File: src/rtl/scan_decoder.sv
// -----------------------------------------------------------------------------
// scan_decoder
//   Registered SEL_W-to-2**SEL_W one-hot (or one-cold) decoder with two modes:
//     DIRECT - decodes a select value taken through a valid/ready handshake.
//     SCAN   - walks the active output bit across all outputs, holding each
//              one for DWELL cycles (e.g. multiplexed 7-segment anode drive).
//   All outputs are registered. Priority: rst > en=0 > mode.
//
// Parameters
//   SEL_W       select width; there are 2**SEL_W outputs
//   DWELL       cycles each output stays active in SCAN (>= 1)
//   ACTIVE_LOW  1: the active bit is 0 and inactive bits are 1
//
// Ports
//   clk       in   rising-edge clock
//   rst       in   synchronous active-high reset
//   en        in   block enable; 0 forces outputs inactive (state IDLE)
//   mode      in   0 = DIRECT, 1 = SCAN
//   in_valid  in   DIRECT: sel is valid
//   in_ready  out  sel accepted when in_valid & in_ready (0 while scanning)
//   sel       in   select value, DIRECT mode only
//   dec_out   out  registered one-hot / one-cold output
//   cur_idx   out  index of the currently selected output bit
//   wrap      out  one-cycle pulse when the scan index wraps to 0
// -----------------------------------------------------------------------------
module scan_decoder #(
  parameter int SEL_W      = 3,
  parameter int DWELL      = 4,
  parameter bit ACTIVE_LOW = 1'b0
) (
  input  logic                  clk,
  input  logic                  rst,
  input  logic                  en,
  input  logic                  mode,
  input  logic                  in_valid,
  output logic                  in_ready,
  input  logic [SEL_W-1:0]      sel,
  output logic [2**SEL_W-1:0]   dec_out,
  output logic [SEL_W-1:0]      cur_idx,
  output logic                  wrap
);

  localparam int OUT_W = 2**SEL_W;
  localparam int CNT_W = (DWELL > 1) ? $clog2(DWELL) : 1;

  localparam logic [CNT_W-1:0] DWELL_LAST = CNT_W'(DWELL - 1);
  localparam logic [SEL_W-1:0] IDX_LAST   = {SEL_W{1'b1}};
  localparam logic [OUT_W-1:0] INACT      = ACTIVE_LOW ? {OUT_W{1'b1}} : {OUT_W{1'b0}};

  typedef enum logic [1:0] {
    S_IDLE   = 2'd0,
    S_DIRECT = 2'd1,
    S_SCAN   = 2'd2
  } state_e;

  // One-hot pattern for an index, inverted for one-cold outputs.
  function automatic logic [OUT_W-1:0] decode(input logic [SEL_W-1:0] idx);
    logic [OUT_W-1:0] hot;
    hot = {{(OUT_W-1){1'b0}}, 1'b1} << idx;
    return ACTIVE_LOW ? ~hot : hot;
  endfunction

  state_e             state_q, state_d;
  logic [OUT_W-1:0]   dec_q,   dec_d;
  logic [SEL_W-1:0]   idx_q,   idx_d;
  logic               wrap_q,  wrap_d;
  logic               ready_q, ready_d;
  logic [CNT_W-1:0]   dwell_q, dwell_d;

  logic               accept_s;
  logic [SEL_W-1:0]   idx_inc_s;

  // A handshake only counts while the block stays in (or enters) DIRECT; a
  // simultaneous switch to SCAN drops the offered sel.
  assign accept_s  = in_valid & ready_q & en & ~mode;
  assign idx_inc_s = idx_q + SEL_W'(1);

  // State and output registers.
  always_ff @(posedge clk) begin
    if (rst) begin
      state_q <= S_IDLE;
      dec_q   <= INACT;
      idx_q   <= {SEL_W{1'b0}};
      wrap_q  <= 1'b0;
      ready_q <= 1'b1;
      dwell_q <= {CNT_W{1'b0}};
    end else begin
      state_q <= state_d;
      dec_q   <= dec_d;
      idx_q   <= idx_d;
      wrap_q  <= wrap_d;
      ready_q <= ready_d;
      dwell_q <= dwell_d;
    end
  end

  // Next state: en has priority, then mode picks the operating state.
  always_comb begin
    if (!en) begin
      state_d = S_IDLE;
    end else if (mode) begin
      state_d = S_SCAN;
    end else begin
      state_d = S_DIRECT;
    end
  end

  // Next registered outputs, derived from the state being entered.
  always_comb begin
    dec_d   = dec_q;
    idx_d   = idx_q;
    wrap_d  = 1'b0;
    ready_d = 1'b1;
    dwell_d = {CNT_W{1'b0}};
    case (state_d)
      S_IDLE: begin
        // cur_idx deliberately holds while idle.
        dec_d = INACT;
      end
      S_DIRECT: begin
        // Coming from SCAN the current index simply holds until an accept.
        if (accept_s) begin
          idx_d = sel;
          dec_d = decode(sel);
        end else begin
          dec_d = dec_q;
        end
      end
      S_SCAN: begin
        ready_d = 1'b0;
        if (state_q != S_SCAN) begin
          // Scan entry restarts at index 0 and never flags a wrap.
          idx_d = {SEL_W{1'b0}};
          dec_d = decode({SEL_W{1'b0}});
        end else if (dwell_q == DWELL_LAST) begin
          idx_d  = idx_inc_s;
          dec_d  = decode(idx_inc_s);
          wrap_d = (idx_q == IDX_LAST);
        end else begin
          dwell_d = dwell_q + CNT_W'(1);
        end
      end
      default: begin
        dec_d = INACT;
      end
    endcase
  end

  assign dec_out  = dec_q;
  assign cur_idx  = idx_q;
  assign wrap     = wrap_q;
  assign in_ready = ready_q;

endmodule

File: config.mk
export PLATFORM = sky130hd
export DESIGN_NAME = scan_decoder
export DESIGN_NICKNAME = d
export VERILOG_FILES = /design/src/rtl/scan_decoder.sv
export SDC_FILE = /design/constraint.sdc
export NUM_CORES = 1
export LEC_CHECK = 0
export ABC_AREA = 1
export CAP_MARGIN = 40
export CORE_MARGIN = 5
export CORE_UTILIZATION = 35
export DETAILED_ROUTE_END_ITERATION = 7
export PLACE_DENSITY = 0.69
export SLEW_MARGIN = 0
export SYNTH_ARGS = -nofsm -noshare
export SYNTH_HDL_FRONTEND = slang
export SYNTH_SLANG_ARGS = --single-unit
File: constraint.sdc
create_clock -name clk -period 3.5 [get_ports clk]
set_clock_uncertainty 0.1 [all_clocks]
set_input_delay 0.525 -clock clk [delete_from_list [all_inputs] [get_ports clk]]
set_output_delay 0.525 -clock clk [all_outputs]
set_load 0.01 [all_outputs]
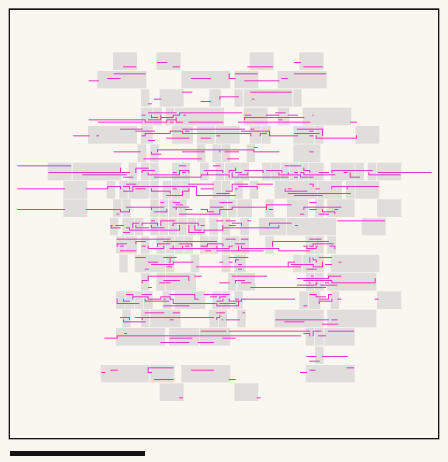
Run 1: signal wires on met1
Bar = 20 um. Cells faint in the background.
share of all routed wire	47%
wire length on this layer	953 um
main direction	horizontal
longest straight run	27.1 um
met1 capacity usage during global routing: 12.1%
Routed WL: 2030 um
count of vias placed by the detailed router: 950

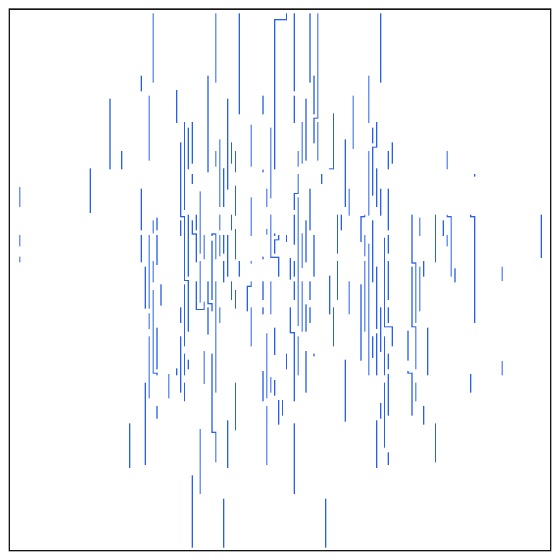
Run 1: met2 routing
wire length on this layer	951 um
share of all routed wire	47%
longest straight run	17.5 um
nets with wire on the layer	151
Global Route met2 Usage: 17.8%

==> results.sh, run 1 <==
# flow metrics
export IMPL_status="finished clean"
export IMPL_post_drt_via_cell_ratio=4.66
export IMPL_m1_wl_um=952
export IMPL_power_combinational_total_uw=72.7
export IMPL_whs_ps=324
export IMPL_yosys_stat_cells=151
export IMPL_ys_seq_share_pct=34.2
export IMPL_syn_cell_area_um2=996
export IMPL_timing_final_crit_period_ps=1900
export IMPL_tritoncts_num_buffers=3
export IMPL_log_warning_count=30
export IMPL_cts_resized=0
export IMPL_cellLeakagePower_nw=0.563
export IMPL_global_route_peak_usage_layer="met2"
export IMPL_synth_area_per_cell_um2=6.60
export IMPL_hpwl_um=1630
export IMPL_layout_cell_area_non_filler_mm2=0.00125
export IMPL_syn_instance_count=151
export IMPL_final_util_pct=45.8
export IMPL_die_height_um=63.3
export IMPL_power_internal_uw=274
export IMPL_cts_sink_count=17
export IMPL_core_area_mm2=0.00273
export IMPL_max_power_group="registers"
export IMPL_critical_path_max_fanout=5
export IMPL_max_incr_delay_on_cp_ps=570
export IMPL_worstMarginPinSlew_ps=421
export IMPL_yosys_stat_chipArea_um2=996
export IMPL_finalWorstSetupSlack_ps=1600
export IMPL_worst_r2r_path_depth=8
export IMPL_overflow=0
export IMPL_die_width_um=63.3
export IMPL_rows=19
export IMPL_synth_dominant_cell_count="sky130_fd_sc_hd__nand2_1"
export IMPL_fin_crit_sh_pct=54.4
export IMPL_cts_root_buffer="sky130_fd_sc_hd__clkbuf_4"
export IMPL_worst_setup_path_startpoint="cur_idx[0]"
export IMPL_pin_count=21
export IMPL_n_antenna_cell=0
export IMPL_common_cells="sky130_fd_sc_hd__nand2_1, sky130_fd_sc_hd__nor2_1, sky130_fd_sc_hd__dfxtp_1, sky130_fd_sc_hd__inv_1, sky130_fd_sc_hd__ha_1"
export IMPL_hold_depth=1
export IMPL_maxSlewViolCount=0
export IMPL_edf_count=0
export IMPL_path_cells="clkdlybuf4s50_1"
export IMPL_worst_ep_arrival_time_ps=1280
export IMPL_drv_cap=0
export IMPL_powerClk_uw=107
export IMPL_postSynth_topFlopCell="sky130_fd_sc_hd__dfxtp_1"
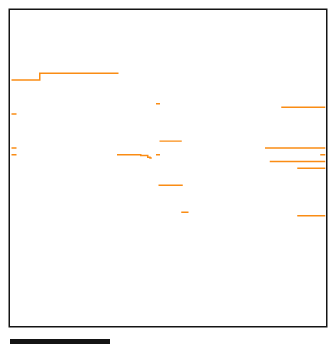
Run 1: metal 3
Bar = 20 um.
wire length on this layer	84.6 um
main direction	horizontal
nets with wire on the layer	12
longest straight run	15.6 um
share of all routed wire	4.2%
met3 Resource Use GR: 2.66%

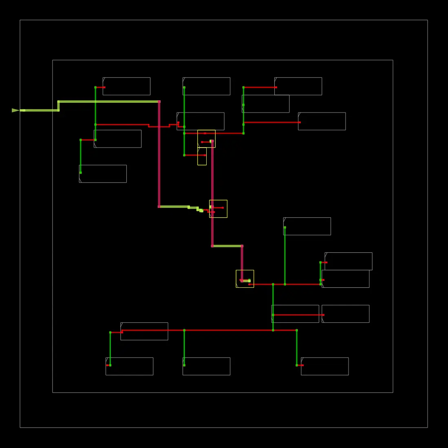
Run 1: clock wiring as the flow saved it
FF+latch count: 17
Late-Pin Clk Latency: 290 ps

run 1: kinds of logic (layout without fill, tap and decap cells):
family	after synthesis	after routing	share of synthesized area [%]
AOI/OAI and AO/OA	11	11	6.66
adders and majority gates	7	7	8.79
buffers and inverters	22	44	9.05
DFF	17	17	34.2
and+or+nand+nor	94	94	41.3
run 1: registers in the layout, summed over array words and instances, names as in the netlist:
signal    flops
wrap          1
in_ready      1
dec_out       8
cur_idx       3
state_q       2
dwell_q       2
run 1: layout make-up:
class	instances	area [um2]
Fill cell	274	1480
Multi-Input combinational cell	112	566
Sequential cell	17	340
Timing Repair Buffer	20	200
Inverter	20	80.1
Tap cell	31	38.8
Clock buffer	4	26.3
Run 1, cells by drive strength:
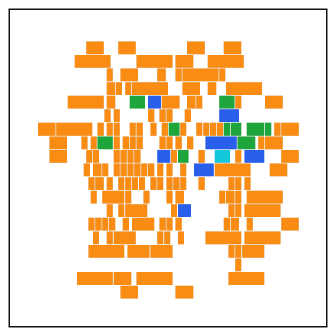

==> run 2: changes to the inputs <==
Settings changed: PLACE_DENSITY 0.69 to 0.72.
Clock period 3.5 ns to 1.6 ns, I/O delays scaled along.
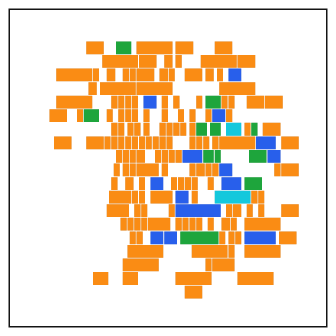
Run 2: cells by drive strength
color	size	cells	share
orange	_0 and _1 cells	153	85%
blue	_3 and _4 cells	14	7.8%
cyan	_6 and larger	2	1.1%
green	_2 cells	11	6.1%
final non-filler cell area: 0.00133 mm2
area delta synth->final: 33.3%
slack of the critical path: 67.5 ps

==> results.sh, run 2 <==
# flow metrics
export IMPL_status="finished clean"
export IMPL_worst_r2r_path_depth=8
export IMPL_clock_latency_late_pin_ps=280
export IMPL_rows=19
export IMPL_post_synthesis_mux_area_share_pct=0
export IMPL_pin_count=21
export IMPL_yosys_stat_chipArea_um2=996
export IMPL_worst_ep_arrival_time_ps=1190
export IMPL_max_incr_delay_on_cp_ps=540
export IMPL_power_internal_uw=617
export IMPL_log_warning_count=31
export IMPL_die_width_um=63.3
export IMPL_cts_resized=3
export IMPL_maxSlewViolCount=0
export IMPL_synth_adder_area_share_pct=8.79
export IMPL_whs_ps=322
export IMPL_m1_wl_um=917
export IMPL_common_cells="sky130_fd_sc_hd__nand2_1, sky130_fd_sc_hd__nor2_1, sky130_fd_sc_hd__dfxtp_1, sky130_fd_sc_hd__inv_1, sky130_fd_sc_hd__ha_1"
export IMPL_path_cells="clkdlybuf4s50_1"
export IMPL_hold_depth=1
export IMPL_hpwl_um=1720
export IMPL_synth_compound_area_share_pct=6.66
export IMPL_cellLeakagePower_nw=0.606
export IMPL_drv_cap=0
export IMPL_largest_reg_flops=8
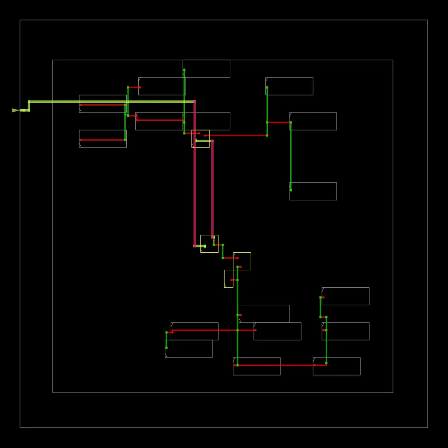
Run 2: clock wiring as the flow saved it
count of clock buffers in the final design: 4
CTS sink count: 17
clock buffers created by TritonCTS: 3

==> run 2: power by group through the flow <==
stage                     Sequential (mW)  Combinational [mW]  Clock, mW
after floorplan                     0.460              0.0941          0
after global placement              0.453               0.180          0
after detailed placement            0.453               0.184          0
after CTS                           0.444               0.182      0.230
after global routing                0.446               0.206      0.252
final                               0.445               0.184      0.223
==> run 2: layer usage <==
layer  track usage [%]  vias to the layer above
li1                  -                      512
met1              13.0                      431
met2              20.1                       20
met3              3.55                        4
met4              4.68                        0
met5                 0                        -
==> run 2: cell type report <==
class | count | area (um2)
inverter | 20 | 80.1
clock buffer | 4 | 26.3
fill | 262 | 1410
multi-input combinational | 112 | 578
timing repair buffer | 27 | 263
tap | 31 | 38.8
sequential | 17 | 342
Power is estimated from default activity; no workload was simulated.
